==> run_1/final_congestion.png <==
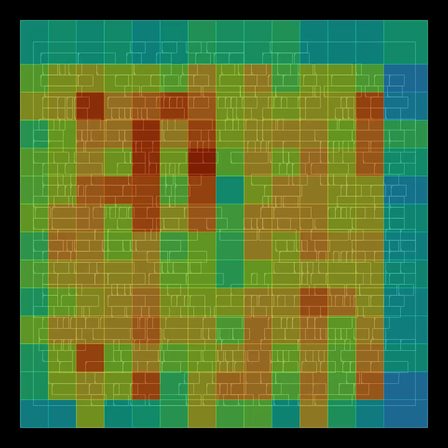
==> run_1/met1.png <==
The bar under the picture is 20 um long. Supply wires on this layer in grey.
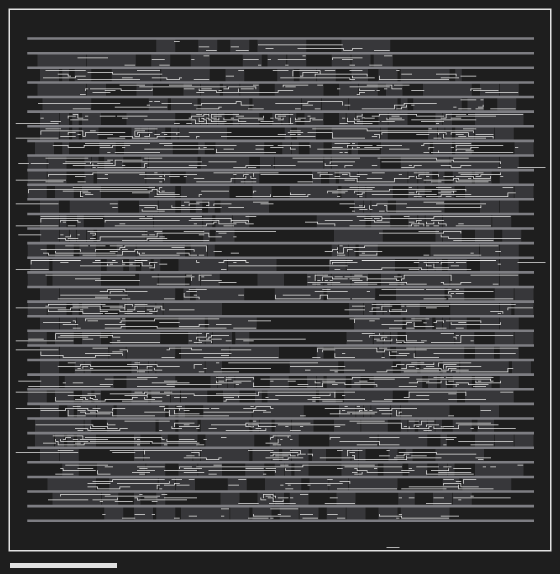
==> run_1/met2.png <==
The bar under the picture is 20 um long.
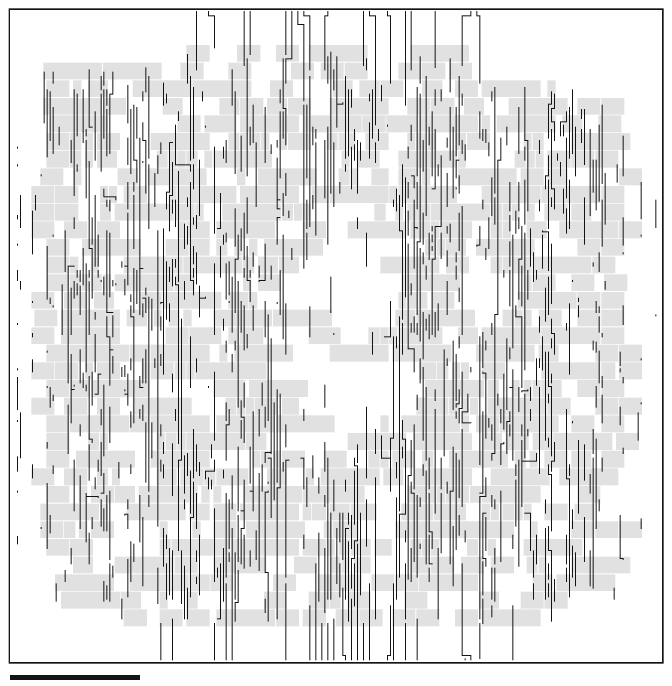
==> config.mk <==
export PLATFORM = sky130hd
export DESIGN_NAME = decode_pipe_reg
export DESIGN_NICKNAME = d
export VERILOG_FILES = /design/src/rtl/decode_pipe_pkg.sv /design/src/rtl/pipe_payload_slot.sv /design/src/rtl/decode_pipe_reg.sv
export SDC_FILE = /design/constraint.sdc
export NUM_CORES = 1
export LEC_CHECK = 0
export ABC_CLOCK_PERIOD_IN_PS = 5300
export CORE_MARGIN = 3
export CORE_UTILIZATION = 49
export DETAILED_ROUTE_END_ITERATION = 16
export HOLD_SLACK_MARGIN = 0.12
export PLACE_DENSITY = 0.79
export SYNTH_ARGS = -nofsm -noshare
export SYNTH_HDL_FRONTEND = slang
export SYNTH_SLANG_ARGS = --single-unit
export TNS_END_PERCENT = 100
==> constraint.sdc <==
create_clock -name clk_r -period 5.3 [get_ports clk_r]
set_clock_uncertainty 0.05 [all_clocks]
set_input_delay 1.59 -clock clk_r [delete_from_list [all_inputs] [get_ports clk_r]]
set_output_delay 1.59 -clock clk_r [all_outputs]
set_load 0.02 [all_outputs]
==> src/rtl/decode_pipe_pkg.sv <==
// rtl/decode_pipe_pkg.sv - default widths, NOP opcode and payload pack/unpack helpers for the decode pipe register
package decode_pipe_pkg;

    localparam int OPCODE_W_DEF   = 5;
    localparam int REG_ADDR_W_DEF = 4;
    localparam int DATA_W_DEF     = 32;
    localparam int NOP_OPCODE_DEF = 0;
    localparam int PAYLOAD_W      = OPCODE_W_DEF + 3 * REG_ADDR_W_DEF + DATA_W_DEF;

    typedef struct packed {
        logic [OPCODE_W_DEF-1:0]   opcode;
        logic [REG_ADDR_W_DEF-1:0] dest;
        logic [REG_ADDR_W_DEF-1:0] s1;
        logic [REG_ADDR_W_DEF-1:0] s2;
        logic [DATA_W_DEF-1:0]     imm;
    } payload_t;

    function automatic logic [PAYLOAD_W-1:0] pack_payload(
        input logic [OPCODE_W_DEF-1:0]   opcode,
        input logic [REG_ADDR_W_DEF-1:0] dest,
        input logic [REG_ADDR_W_DEF-1:0] s1,
        input logic [REG_ADDR_W_DEF-1:0] s2,
        input logic [DATA_W_DEF-1:0]     imm
    );
        return {opcode, dest, s1, s2, imm};
    endfunction

    function automatic payload_t unpack_payload(input logic [PAYLOAD_W-1:0] bits);
        return payload_t'(bits);
    endfunction

endpackage

==> src/rtl/pipe_payload_slot.sv <==
// rtl/pipe_payload_slot.sv - payload register with load and clear-to-NOP controls
module pipe_payload_slot #(
    parameter int             W         = 49,
    parameter logic [W-1:0]   NOP_VALUE = '0
) (
    input  logic         clk_r,
    input  logic         reset_r,
    input  logic         load,
    input  logic         clear,
    input  logic [W-1:0] d,
    output logic [W-1:0] q
);

    // clear wins over load so a flush can never let a new payload through
    always_ff @(posedge clk_r or posedge reset_r) begin
        if (reset_r) begin
            q <= NOP_VALUE;
        end else if (clear) begin
            q <= NOP_VALUE;
        end else if (load) begin
            q <= d;
        end
    end

endmodule

==> src/rtl/decode_pipe_reg.sv <==
// rtl/decode_pipe_reg.sv - decode-to-execute pipeline register with 2-entry skid, flush and bubble injection
module decode_pipe_reg
    import decode_pipe_pkg::*;
#(
    parameter int OPCODE_W   = OPCODE_W_DEF,
    parameter int REG_ADDR_W = REG_ADDR_W_DEF,
    parameter int DATA_W     = DATA_W_DEF,
    parameter int NOP_OPCODE = NOP_OPCODE_DEF
) (
    input  logic                  clk_r,
    input  logic                  reset_r,
    input  logic                  in_valid_r,
    output logic                  in_ready_r,
    input  logic [OPCODE_W-1:0]   opcode_in_d_r,
    input  logic [REG_ADDR_W-1:0] dest_in_d_r,
    input  logic [REG_ADDR_W-1:0] s1_in_d_r,
    input  logic [REG_ADDR_W-1:0] s2_in_d_r,
    input  logic [DATA_W-1:0]     ime_data_in_d_r,
    input  logic                  flush_r,
    output logic                  out_valid_r,
    input  logic                  out_ready_r,
    output logic [OPCODE_W-1:0]   opcode_out_d_r,
    output logic [REG_ADDR_W-1:0] dest_out_d_r,
    output logic [REG_ADDR_W-1:0] s1_out_d_r,
    output logic [REG_ADDR_W-1:0] s2_out_d_r,
    output logic [DATA_W-1:0]     ime_data_out_d_r,
    output logic [1:0]            occupancy_r
);

    localparam int                P_W         = OPCODE_W + 3 * REG_ADDR_W + DATA_W;
    localparam logic [OPCODE_W-1:0] NOP_OP    = NOP_OPCODE[OPCODE_W-1:0];
    localparam logic [P_W-1:0]    NOP_PAYLOAD = {NOP_OP, {(P_W - OPCODE_W){1'b0}}};

    logic           main_valid;
    logic           skid_valid;
    logic           main_valid_nxt;
    logic           skid_valid_nxt;
    logic           main_load;
    logic           main_clear;
    logic           skid_load;
    logic           skid_clear;
    logic           main_from_skid;
    logic           accept;
    logic           drain;
    logic [P_W-1:0] in_payload;
    logic [P_W-1:0] main_d;
    logic [P_W-1:0] main_q;
    logic [P_W-1:0] skid_q;

    assign in_payload = {opcode_in_d_r, dest_in_d_r, s1_in_d_r, s2_in_d_r, ime_data_in_d_r};
    assign accept     = in_valid_r & in_ready_r;
    assign drain      = main_valid & out_ready_r;
    assign main_d     = main_from_skid ? skid_q : in_payload;

    always_comb begin
        main_load      = 1'b0;
        main_clear     = 1'b0;
        skid_load      = 1'b0;
        skid_clear     = 1'b0;
        main_from_skid = 1'b0;
        main_valid_nxt = main_valid;
        skid_valid_nxt = skid_valid;
        if (flush_r) begin
            main_clear     = 1'b1;
            skid_clear     = 1'b1;
            main_valid_nxt = 1'b0;
            skid_valid_nxt = 1'b0;
        end else if (skid_valid && drain) begin
            // in_ready_r is low whenever skid is full, so no accept competes here
            main_load      = 1'b1;
            main_from_skid = 1'b1;
            skid_clear     = 1'b1;
            skid_valid_nxt = 1'b0;
        end else if (accept && (!main_valid || drain)) begin
            main_load      = 1'b1;
            main_valid_nxt = 1'b1;
        end else if (accept) begin
            skid_load      = 1'b1;
            skid_valid_nxt = 1'b1;
        end else if (drain) begin
            main_clear     = 1'b1;
            main_valid_nxt = 1'b0;
        end
    end

    always_ff @(posedge clk_r or posedge reset_r) begin
        if (reset_r) begin
            main_valid  <= 1'b0;
            skid_valid  <= 1'b0;
            in_ready_r  <= 1'b1;
            occupancy_r <= 2'd0;
        end else begin
            main_valid  <= main_valid_nxt;
            skid_valid  <= skid_valid_nxt;
            in_ready_r  <= ~skid_valid_nxt;
            occupancy_r <= {1'b0, main_valid_nxt} + {1'b0, skid_valid_nxt};
        end
    end

    pipe_payload_slot #(.W(P_W), .NOP_VALUE(NOP_PAYLOAD)) u_main_slot (
        .clk_r   (clk_r),
        .reset_r (reset_r),
        .load    (main_load),
        .clear   (main_clear),
        .d       (main_d),
        .q       (main_q)
    );

    pipe_payload_slot #(.W(P_W), .NOP_VALUE(NOP_PAYLOAD)) u_skid_slot (
        .clk_r   (clk_r),
        .reset_r (reset_r),
        .load    (skid_load),
        .clear   (skid_clear),
        .d       (in_payload),
        .q       (skid_q)
    );

    assign out_valid_r = main_valid;
    assign {opcode_out_d_r, dest_out_d_r, s1_out_d_r, s2_out_d_r, ime_data_out_d_r} = main_q;

endmodule

==> run summary, run 1 <==
impl run done, here's what came out: status=completed, syn avg cell area=11.03 um^2, Placement Setup Slack=about 1.7 ns, Largest stage delay, worst path=approximately 0.7 ns, floorplan utilization=between 50% and 60%, Largest Pwr Group=registers, postcts setup bufs=0, initial antenna violation count=0, HP Class=register to register, r2r setup slk=between 3 and 4 ns, Tapcells=105, Setup TNS Final=0 ns, leak pwr=~2.7 nW, global-route wire length before repair=16.82 mm, post-synthesis sequential area ratio=between 50% and 60%, Seq. cell area=2579 um^2, # Max-Cap Violations=0, final hold vios=0, Max Root-Sink Buffers=2, layout cells sized above 1=approximately 5.3%, unrepaired setup endpoints after global routing=false, Die Wd=between 100 and 150 um, number of diodes=0, Psw=~0.00041 W, DR vias/cell=approximately 5.7, Rows=33, logic share of the area=29.09%, GP Congestion=0.7495, wire length on met3=614 um, Routed WL per cell=17.30 um, largest net degree at the start of global routing=about 80, Slew @ Worst Pin=approximately 1.1 ns, critical path class=input pin to register, xor+xnor area frac=0%, cell-internal power=around 0.0012 W, startpoint types=input pin, die area=10,100 um^2
## Picture notes: final_congestion.png
met1 usage: 31.28%
met3 Usage GRT: 3.945%
GRT Total Usage: 20.90%
Top Usage Layer GRT: met2
Core Util, Final: 66.96%

## Picture notes: met1.png
The wires run mostly horizontal. The layer carries 4,840 um of wire.

## Picture notes: met2.png
The layer carries 4,780 um of wire. The longest straight run is 45.6 um. 470 nets have wire on it.

==> inputs of run 2 (changes only) <==
Settings changed: ABC_CLOCK_PERIOD_IN_PS 5300 to 3300.
Clock period 5.3 ns to 3.3 ns, I/O delays scaled along.
==> run 2 against run 1 <==
Net effect: first-iteration DRC count is 6.8% higher; flip-flop count stayed put; clock-buffer cell count is 3 lower; final area is 1.9% higher; combinational power is 65% higher; clock power is 74% higher; die size stayed put; global-route usage is 0.11 points lower; register-to-register slack worse by 1.8 ns; sequential power is 61% higher; sequential share of layout area is 0.87 points lower.
==> run summary, run 2 <==
impl run done, here's what came out: met3 Usage GRT=approximately 4.5%, floorplan utilization=between 50% and 60%, Setup TNS Final=0 ns, Tapcells=between 100 and 150, Die Wd=just over 100 um, post-synthesis sequential area ratio=between 50% and 60%, wire length on met3=about 620 um, Max Root-Sink Buffers=2, final hold vios=0, status=completed, Placement Setup Slack=~0.59 ns, Routed WL per cell=between 15 and 20 um, Top Usage Layer GRT=met2, Psw=a little under 0.0007 W, Rows=33, Largest Pwr Group=registers, largest net degree at the start of global routing=104, critical path class=register to output port, # Max-Cap Violations=0, logic share of the area=between 20 and 30%, syn avg cell area=between 10 and 15 um^2
==> run_2/drive_strength.png <==
The bar under the picture is 20 um long.
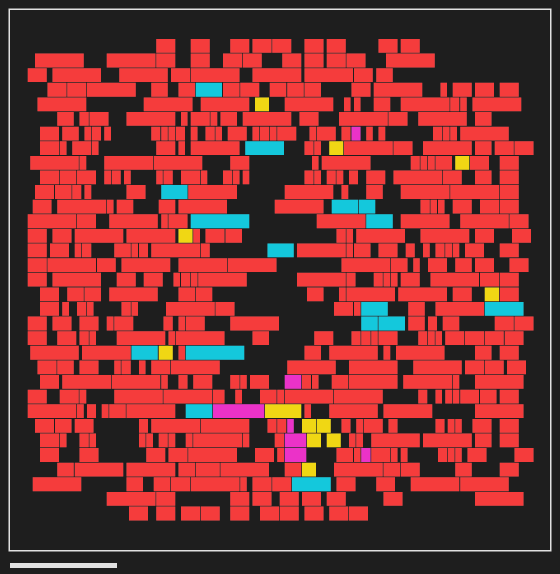
Key: drive 3 to 4 = yellow [cells 12, share 2.4%]; drive 2 = magenta [cells 7, share 1.4%]; drive 6 and up = cyan [cells 16, share 3.2%]; drive 1 or less = red [cells 464, share 93%]

==> run_2/met2.png <==
The bar under the picture is 20 um long.
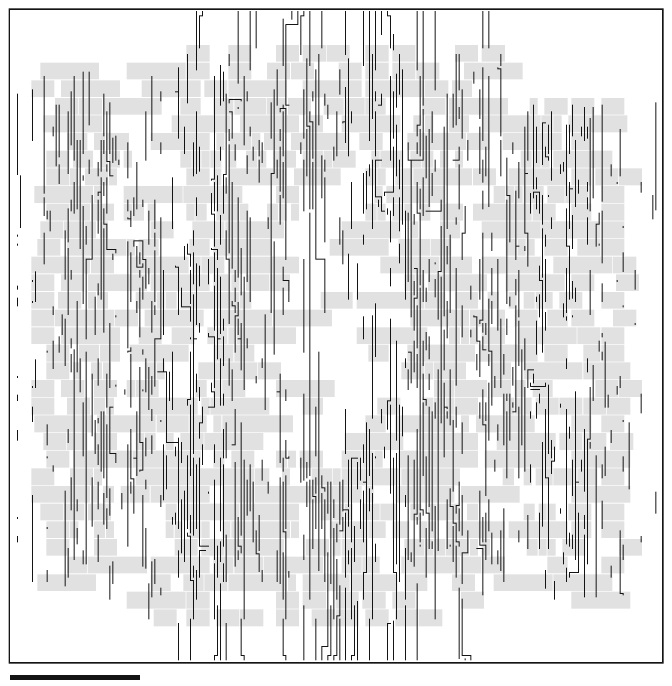
The wires run mostly vertical. 468 nets have wire on it. The layer carries 5,010 um of wire. The layer holds 49% of the routed length.
Post-Route WL: 10.26 mm
vias: 3,353
grt met2 use: 33.59%

==> run_2/zoom.png <==
The bar under the picture is 10 um long. Region (30, 10) to (70, 50) um. Cells in grey, sequential cells in the stronger grey; small squares are vias.
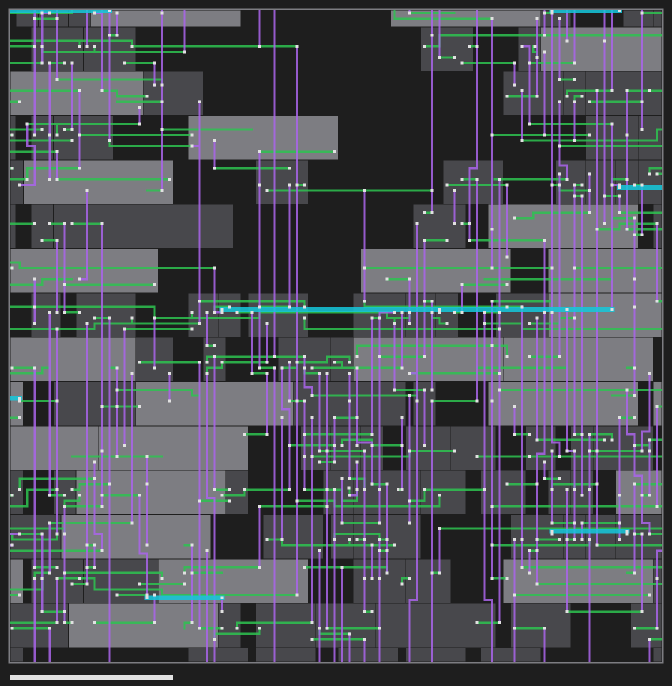
Key: met2 = purple; met1 = green; met3 = cyan
Sequential cells in the window: 21. Netlist names of flops here include u_skid_slot.q (9), u_main_slot.q (7), occupancy_r (2). 93 logic cells have their middle in the window. Most frequent: dfrtp_1 (20), nand2_1 (18), mux2i_1 (9).

Power figures rest on the tool's default switching activity, not on a simulated workload.
